Design mem_block_mover, sky130hd; sources not shown.
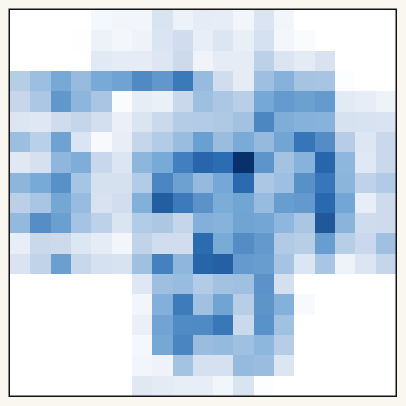
(images/route_heat.png)
Scale: 4 px per um. The die is cut into 19 by 19 equal tiles; white is low, dark blue is high, scaled to the fullest tile. Values are wire area over tile area, all layers added.
- mean over tiles: 0.12
- tiles over half the peak: 18%
- fullest tile: 0.47
- densest ninth of the die: centre
- nearly empty tiles: 26%
GR Util All Layers: 0.1540
routed via count: 2,444
Avg WL per Cell: 15.03 um
DRT Wirelength: 7033 um

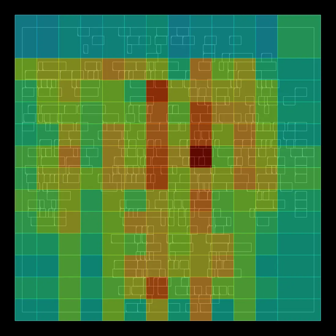
(images/congestion_map.png)
met2 usage: 0.2541
GRT met1 Usage: 0.2025
GRT busiest layer: met2
Core Util, Final: 0.4005
met3 usage in global routing: 0.03646

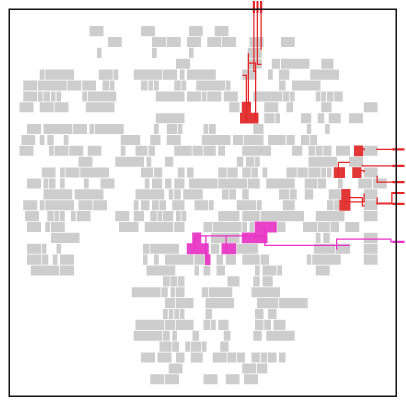
(images/port_trees.png)
Scale: 4 px per um.
- red: mem_addr (direction output; end cells 8; buffers 8; wire 135 um)
- magenta: start (direction input; end cells 8; buffers 1; wire 75.0 um)
Port Buffer Count: 63
I/O pin total: 64

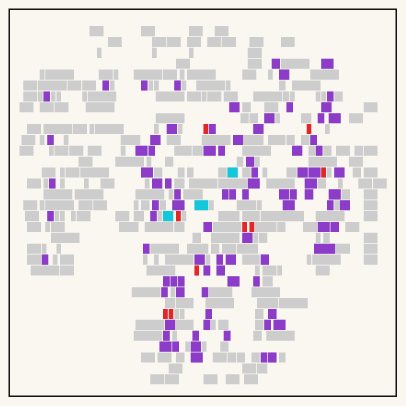
(images/gates.png)
Scale: 4 px per um.
- cyan: non-inverting ao/oa cells (cells 3)
- purple: aoi and oai cells (cells 89)
- red: inv cells (cells 9)
Top cell excl fill/tap: clkdlybuf4s50_1
logic share of the area: 0.4484
final std cells w/o fill: 468

==> flow_summary.yaml <==
# generated from flow reports
critical_path:
  cp_cell_sequence: "inv_1 -> ha_1 -> a21boi_0 -> clkdlybuf4s50_1"
  rrSetupSlack_ns: 0.95
  worstPathMaxFanout: 9
  crit_family: "buffers and inverters"
  max_stage_delay_ns: 0.56
synthesis:
  logic_family: "AND-OR/OR-AND gates"
  synth_cells: 308
  yosysSeqAreaShare: 0.3477
  yosysWarnings: 0
  top_cells_by_area: "dfxtp_1 (35%), mux2i_1 (8.5%), nand2_1 (5.9%), a21oi_1 (5.5%), nor2_1 (4.4%)"
  ff_type: "dfxtp_1"
  ys_cells: 308
layout:
  numSequentialCells: 43
  nonClockInverterCount: 9
  n_fill_cell: 866
  clkbuf_count: 6
  final-clk-cell-share: 0.03103
sta:
  tns_ns: 0
  fmaxAchievable_mhz: 335.5
  tightestPinTransition_ns: 0.8921
cts:
  root_buffer: "clkbuf_8"
  cts_tree: "yes"
  clk_path_buf_depth: 2
route:
  drc_errors: 0
  drtAntennaViolNets: 0
  wl_met2_um: 3247
  drt_iter0_drc: 131
  route.met3.wl_um: 449
status:
  outcome: "finished clean"
floorplanning:
  die_h_um: 96.41
  fp_util: 0.2998
  die_width_um: 96.41
  row_count: 33
  die_area_um2: 9294
power:
  pg_seq_mw: 0.745
placed_design:
  dp.cells: 461
## Yosys cell counts (4+ instances only)
cell type  instances
a211oi_1           4
a21oi_1           27
a221oi_1           4
a22oi_1           10
and3_1             5
buf_2              8
clkbuf_1           8
dfxtp_1           43
ha_1               8
inv_1              8
mux2i_1           21
nand2_1           39
nand3_1            7
nand4_1            6
nor2_1            29
nor2b_1            9
o21ai_0           16
o22ai_1            8
o2bb2ai_1          6
## metrics by stage
stage / setup slack, ns / power [mW]
global placement: 0.5384 / 1.542
finish: 0.3192 / 1.952
CTS: 0.1332 / 1.965
detailed placement: 0.4704 / 1.564
global route: 0.1714 / 2.093
floorplan: 0.8273 / 1.300
Power figures rest on the tool's default switching activity, not on a simulated workload.
